**config.mk**
```make
export PLATFORM = sky130hd
export DESIGN_NAME = key_input_ctrl
export DESIGN_NICKNAME = d
export VERILOG_FILES = /design/src/rtl/key_input_pkg.sv /design/src/rtl/key_debounce.sv /design/src/rtl/key_input_ctrl.sv
export SDC_FILE = /design/constraint.sdc
export NUM_CORES = 1
export LEC_CHECK = 0
export CAP_MARGIN = 20
export CORE_AREA = 2 2 96 98
export DETAILED_ROUTE_END_ITERATION = 16
export DIE_AREA = 0 0 98 100
export PLACE_DENSITY_LB_ADDON = 0.05
export SKIP_CTS_REPAIR_TIMING = 1
export SLEW_MARGIN = 20
export SYNTH_ARGS = -nofsm -noshare
export SYNTH_HDL_FRONTEND = slang
export SYNTH_SLANG_ARGS = --single-unit
```
**constraint.sdc**
```tcl
create_clock -name i_clk -period 3.1 [get_ports i_clk]
set_input_delay 0.62 -clock i_clk [delete_from_list [all_inputs] [get_ports i_clk]]
set_output_delay 0.62 -clock i_clk [all_outputs]
set_load 0.01 [all_outputs]
```
**src/rtl/key_input_pkg.sv**
```systemverilog
// Shared types and helpers for the key/switch input conditioner.
package key_input_pkg;

  typedef enum logic [1:0] {
    IDLE         = 2'd0,
    PRESS_WAIT   = 2'd1,
    PRESSED      = 2'd2,
    RELEASE_WAIT = 2'd3
  } key_state_e;

  localparam int SYNC_STAGES = 2;

  function automatic logic [3:0] onehot4(input logic [1:0] idx);
    onehot4 = 4'b0001 << idx;
  endfunction

endpackage

```
**src/rtl/key_debounce.sv**
```systemverilog
// Synchronizes one raw push-button and debounces it; emits a single-cycle
// accept pulse per stable press, never repeating while the key is held.
module key_debounce
  import key_input_pkg::*;
#(
  parameter  int DEBOUNCE_CYCLES = 500000,
  localparam int CNT_W           = $clog2(DEBOUNCE_CYCLES + 1)
) (
  input  logic i_clk,
  input  logic i_rst,
  input  logic i_key,
  output logic o_accept
);

  localparam logic [CNT_W-1:0] CNT_LAST = CNT_W'(DEBOUNCE_CYCLES - 1);

  logic [SYNC_STAGES-1:0] sync_reg;
  logic                   key_s;
  key_state_e             state_reg, state_next;
  logic [CNT_W-1:0]       cnt_reg, cnt_next;
  logic                   accept_reg, accept_next;

  assign key_s = sync_reg[SYNC_STAGES-1];

  always_ff @(posedge i_clk) begin
    if (i_rst) begin
      sync_reg   <= '0;
      state_reg  <= IDLE;
      cnt_reg    <= '0;
      accept_reg <= 1'b0;
    end else begin
      sync_reg   <= {sync_reg[SYNC_STAGES-2:0], i_key};
      state_reg  <= state_next;
      cnt_reg    <= cnt_next;
      accept_reg <= accept_next;
    end
  end

  // The counter only runs in the two WAIT states and every WAIT state exits
  // on CNT_LAST, so it can never wrap.
  always_comb begin
    state_next  = state_reg;
    cnt_next    = cnt_reg;
    accept_next = 1'b0;
    case (state_reg)
      IDLE: begin
        if (key_s) begin
          state_next = PRESS_WAIT;
          cnt_next   = CNT_W'(1);
        end
      end
      PRESS_WAIT: begin
        if (!key_s) begin
          state_next = IDLE;
          cnt_next   = '0;
        end else if (cnt_reg == CNT_LAST) begin
          state_next  = PRESSED;
          cnt_next    = '0;
          accept_next = 1'b1;
        end else begin
          cnt_next = cnt_reg + CNT_W'(1);
        end
      end
      PRESSED: begin
        if (!key_s) begin
          state_next = RELEASE_WAIT;
          cnt_next   = CNT_W'(1);
        end
      end
      RELEASE_WAIT: begin
        if (key_s) begin
          state_next = PRESSED;
          cnt_next   = '0;
        end else if (cnt_reg == CNT_LAST) begin
          state_next = IDLE;
          cnt_next   = '0;
        end else begin
          cnt_next = cnt_reg + CNT_W'(1);
        end
      end
      default: begin
        state_next = IDLE;
        cnt_next   = '0;
      end
    endcase
  end

  assign o_accept = accept_reg;

endmodule

```
**src/rtl/key_input_ctrl.sv**
```systemverilog
// Board-side conditioner for the Lab1 Top: debounced start/control pulses
// with start-first arbitration, and a debounced one-hot index selection.
module key_input_ctrl
  import key_input_pkg::*;
#(
  parameter  int DEBOUNCE_CYCLES = 500000,
  localparam int CNT_W           = $clog2(DEBOUNCE_CYCLES + 1)
) (
  input  logic       i_clk,
  input  logic       i_rst,
  input  logic       i_key_start,
  input  logic       i_key_control,
  input  logic [1:0] i_sw_index,
  output logic       o_start,
  output logic       o_control,
  output logic       o_index_0,
  output logic       o_index_1,
  output logic       o_index_2,
  output logic       o_index_3
);

  localparam logic [CNT_W-1:0] CNT_LAST = CNT_W'(DEBOUNCE_CYCLES - 1);

  logic start_acc, control_acc;

  key_debounce #(.DEBOUNCE_CYCLES(DEBOUNCE_CYCLES)) u_start (
    .i_clk    (i_clk),
    .i_rst    (i_rst),
    .i_key    (i_key_start),
    .o_accept (start_acc)
  );

  key_debounce #(.DEBOUNCE_CYCLES(DEBOUNCE_CYCLES)) u_control (
    .i_clk    (i_clk),
    .i_rst    (i_rst),
    .i_key    (i_key_control),
    .o_accept (control_acc)
  );

  logic [SYNC_STAGES-1:0] idx_sync_reg [2];
  logic [1:0]             sw_s;

  generate
    for (genvar gi = 0; gi < 2; gi++) begin : g_idx_sync
      always_ff @(posedge i_clk) begin
        if (i_rst) idx_sync_reg[gi] <= '0;
        else       idx_sync_reg[gi] <= {idx_sync_reg[gi][SYNC_STAGES-2:0], i_sw_index[gi]};
      end
      assign sw_s[gi] = idx_sync_reg[gi][SYNC_STAGES-1];
    end
  endgenerate

  logic [1:0]       committed_reg, committed_next;
  logic [1:0]       cand_reg, cand_next;
  logic [CNT_W-1:0] icnt_reg, icnt_next;
  logic [3:0]       index_oh_reg;
  logic             start_reg, start_next;
  logic             control_reg, control_next;
  logic             pending_reg, pending_next;

  // A non-zero count means cand_reg holds the value being timed.
  always_comb begin
    committed_next = committed_reg;
    cand_next      = cand_reg;
    icnt_next      = icnt_reg;
    if (sw_s == committed_reg) begin
      icnt_next = '0;
    end else if (icnt_reg != '0 && sw_s == cand_reg) begin
      if (icnt_reg == CNT_LAST) begin
        committed_next = cand_reg;
        icnt_next      = '0;
      end else begin
        icnt_next = icnt_reg + CNT_W'(1);
      end
    end else begin
      cand_next = sw_s;
      icnt_next = CNT_W'(1);
    end
  end

  // Start wins a tie; control is deferred one cycle and merges with any
  // further control accept arriving while it waits.
  always_comb begin
    start_next   = start_acc;
    control_next = 1'b0;
    pending_next = 1'b0;
    if (start_acc) begin
      pending_next = pending_reg | control_acc;
    end else begin
      control_next = pending_reg | control_acc;
    end
  end

  always_ff @(posedge i_clk) begin
    if (i_rst) begin
      committed_reg <= 2'd0;
      cand_reg      <= 2'd0;
      icnt_reg      <= '0;
      index_oh_reg  <= 4'b0001;
      start_reg     <= 1'b0;
      control_reg   <= 1'b0;
      pending_reg   <= 1'b0;
    end else begin
      committed_reg <= committed_next;
      cand_reg      <= cand_next;
      icnt_reg      <= icnt_next;
      index_oh_reg  <= onehot4(committed_reg);
      start_reg     <= start_next;
      control_reg   <= control_next;
      pending_reg   <= pending_next;
    end
  end

  assign o_start   = start_reg;
  assign o_control = control_reg;
  assign o_index_0 = index_oh_reg[0];
  assign o_index_1 = index_oh_reg[1];
  assign o_index_2 = index_oh_reg[2];
  assign o_index_3 = index_oh_reg[3];

endmodule

```
The clock network:
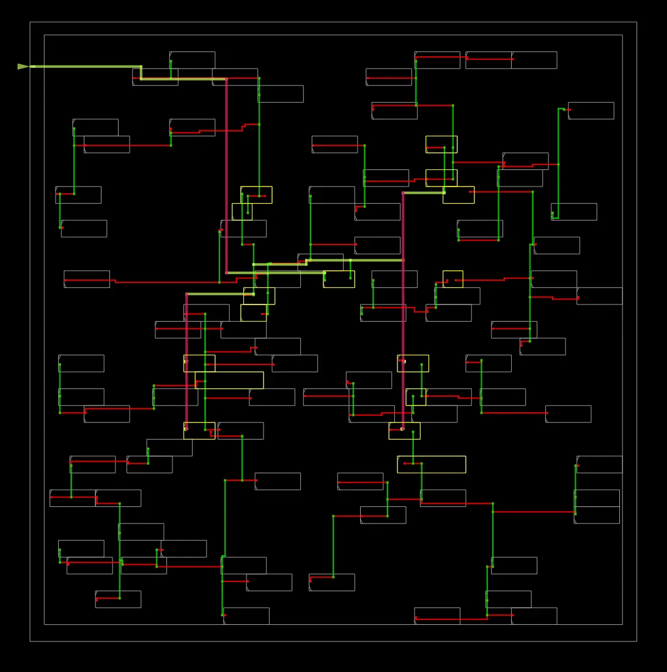
clock sinks: 82
flop count: 82

Signal wires by layer:
Bar = 20 um. Two of the layers only.
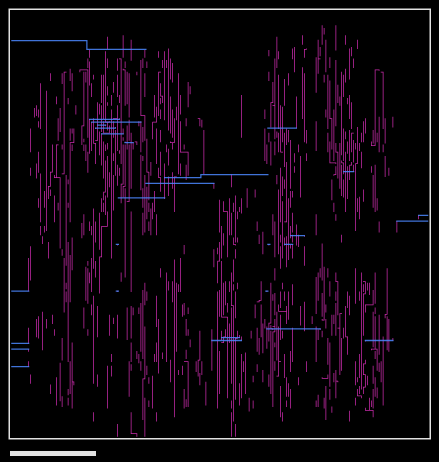
- magenta: met2 (wire length 3460 um)
- blue: met3 (wire length 186 um)
Routed WL: 7.81 mm
GRT Total Usage: 0.166
via count: 3132
per-cell routed wire length: 13.5 um

==> results_slide.txt <==
Flow Results at a Glance

Timing
  • Final Max Tran Viols: 0
  • Relative slew slack: 0.481
  • Setup slack after layout: between 0.8 and 0.9 ns
  • Fin crit period: 2.21 ns
  • Setup TNS: 0 ns
  • Cycle use final: 0.712
  • Final setup fails: 0
  • Actual slew at the worst max-slew pin: between 0.7 and 0.8 ns
  • Final Hold Fails: 0
  • RSZ-0062 raised after global routing: false
  • FMAX: about 450 MHz

Job
  • Count of tool warnings: 27
  • Max cap viols: 0

Worst setup path
  • CP Launch Type: flip-flop
  • CP peak stage delay: 0.55 ns
  • Cell count of the worst reg-to-reg path: 7
  • Crit. Startpoint: u_start.cnt_reg[0]
  • Reg2Reg Setup Slack: ~0.89 ns
  • Data required time of the critical path: between 3 and 4 ns
  • Critical Path Fanout Max: 6
  • Crit path cell chain: ha_1 > and4_1 > nand2_1 > o31ai_1 > buf_4 > or4_1 > nand3_1
  • Arr. time, crit path: 2.45 ns
  • Worst R2R Start: u_start.cnt_reg[0]
  • Setup crit end kind: flip-flop
  • Worst Path Buf+Inv: 1
  • FF-to-FF End: u_start.cnt_reg[11]

Yosys
  • Commonest flop: dfxtp_1
  • Post-synth top area cell: dfxtp_1
  • Top-count cell post-synth: dfxtp_1
  • Flip-flops with a built-in enable: 0
  • Syn_nets: between 400 and 500
  • Simple Share, Synth: 0.323
  • Top area cell types: dfxtp_1 (43%), nand3_1 (6.0%), nand2_1 (5.5%), xor2_1 (3.7%), nor2_1 (3.2%)
  • Yosys Instances: between 400 and 500
  • Mux share: 0.0314
  • Adders+Majority by Area: 0.0131
  • Top cells by count, synth: dfxtp_1 (82), nand2_1 (56), nand3_1 (46)
  • Main logic family: simple AND/OR/NAND/NOR gates
  • Distinct lib cells used: 52
  • Yosys warning count: 0
  • Synthesized area per cell: between 8 and 9 um2
  • Gate Count Post-Synth: 449
  • Seq/Total Area, Yosys: 0.429
  • Yosys stat area: 3820 um2
  • Cell Area, Synth: roughly 3800 um2
  • Max-area cell share: 0.429
  • Yosys reg bits: slightly above 80
  • XORs/XNORs by Area: 0.0704

Routing
  • Post-route ant nets: 0
  • Drt via density: about 5.4
  • Starting DRT DRC Count: between 100 and 150
  • DRT Pass-1 Iters: 5
  • Remaining DRCs: 0

Hold path
  • Hold path endpoint: o_control
  • Hold Startpoint: u_start.o_accept
  • Hold Path Class: flip-flop to flip-flop
  • Hold Crit Depth: 1

Finish
  • Final non-filler cell total: between 500 and 600
  • Area added between synthesis and finish: 11.9%
  • Highest-count logic cell in the final layout: dfxtp_1
  • Fill cell count: 874
  • Share of layout cells above drive strength 1: 0.0685
  • Top cells excl fill/tap: dfxtp_1 (82), nand2_1 (56), nand3_1 (46)
  • Net count, final: roughly 470
  • # diodes: 0
  • Logic area: roughly 2000 um2

Power and ir drop
  • Tot Pwr: a little over 2 mW
  • Seq pwr share: 0.527
  • Combinational share of power: 0.027
  • NetSw: about 0.46 mW
  • Main power group: sequential cells
  • Leakage: 1.49 nW
  • Clock power share: 0.445
  • PwrDens: between 400 and 500 nW/um2
  • Internal cell power: between 1.5 and 2 mW
  • Sw frac: 0.225
  • Peak supply drop: roughly 0.00027 V

Global routing
  • Pin count of the biggest net entering global routing: 20
  • Vias in the first global route: 2821
  • Initial antenna violation count: 0
  • Overflow after GRT: 0
  • Global-route wire length before repair: around 13 mm

Status
  • Status: complete, no violations

Floorplan
  • Row count: 35
  • # IOs: 12
  • Die area: ~10000 um2
  • Die height: 100 um

Place
  • Setup slack at placement: around 0.72 ns
  • RePlAce Congestion: 0.761
  • Placed Instances: roughly 560
  • PortBufs: 11
  • Post-Place Cell Area: a little over 4000 um2

Clocking
  • CTS Buffer Depth: 2
  • Root Buffer: clkbuf_8
  • Clock H-tree levels: 3
  • CTS tree: built
Where the registers sit:
Bar = 20 um. Other sequential cells in the stronger grey, the rest of the logic in the fainter grey.
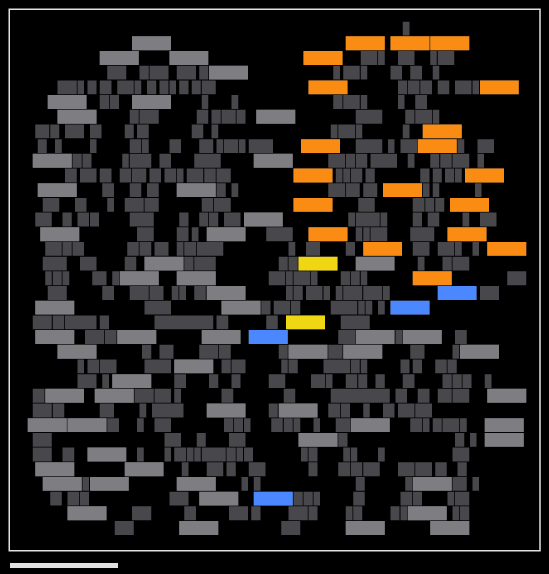
- yellow: cand_reg (placed flops 2)
- blue: index_oh_reg (placed flops 4)
- orange: icnt_reg (placed flops 19)
final core occ: 0.481
sequential cell area: 1640 um2
Seq power: 1.07 mW
sequential cell area share: 0.384

Clock network drawn from the DEF:
Bar = 20 um.
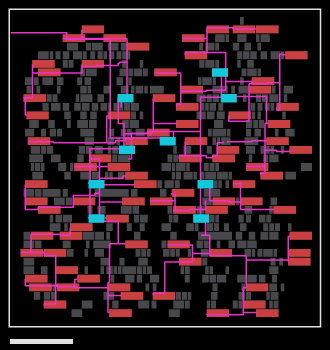
- red: flip-flops (count 82)
- cyan: cells driving clock nets (count 9)
- magenta: clock wires (length 1060 um)
- routed clock nets: 10
- flops lie: spread over the die
Worst-Skew Late Latency: 0.35 ns
Clk. pwr: 0.903 mW
Max Clock Skew: 0.0168 ns

-- worst max-delay path by stage --
stage,to,slack (ns),depth (start not counted)
global route,u_start.cnt_reg[11],0.70,7
CTS,u_start.cnt_reg[11],0.88,7
finish,u_start.cnt_reg[11],0.89,7
global placement,u_start.cnt_reg[11],0.74,7
floorplan,u_start.cnt_reg[9],1.25,8
detailed placement,u_start.cnt_reg[11],0.72,7
-- per-layer routing --
layer / GRT usage / routed length, um
met1: 0.229 / 4070
met3: 0.0292 / 186
met2: 0.263 / 3460
met5: 0 / 0
met4: 0.0577 / 91
-- area by class of cell --
class / instances / area share
tap: 111 / 0.0325
clock buffer: 10 / 0.0322
timing repair buffer: 19 / 0.0398
clock inverter: 6 / 0.0228
multi-input combinational: 337 / 0.478
sequential: 82 / 0.384
inverter: 13 / 0.0114
No activity file was given, so power comes from the tool's default toggle rates.
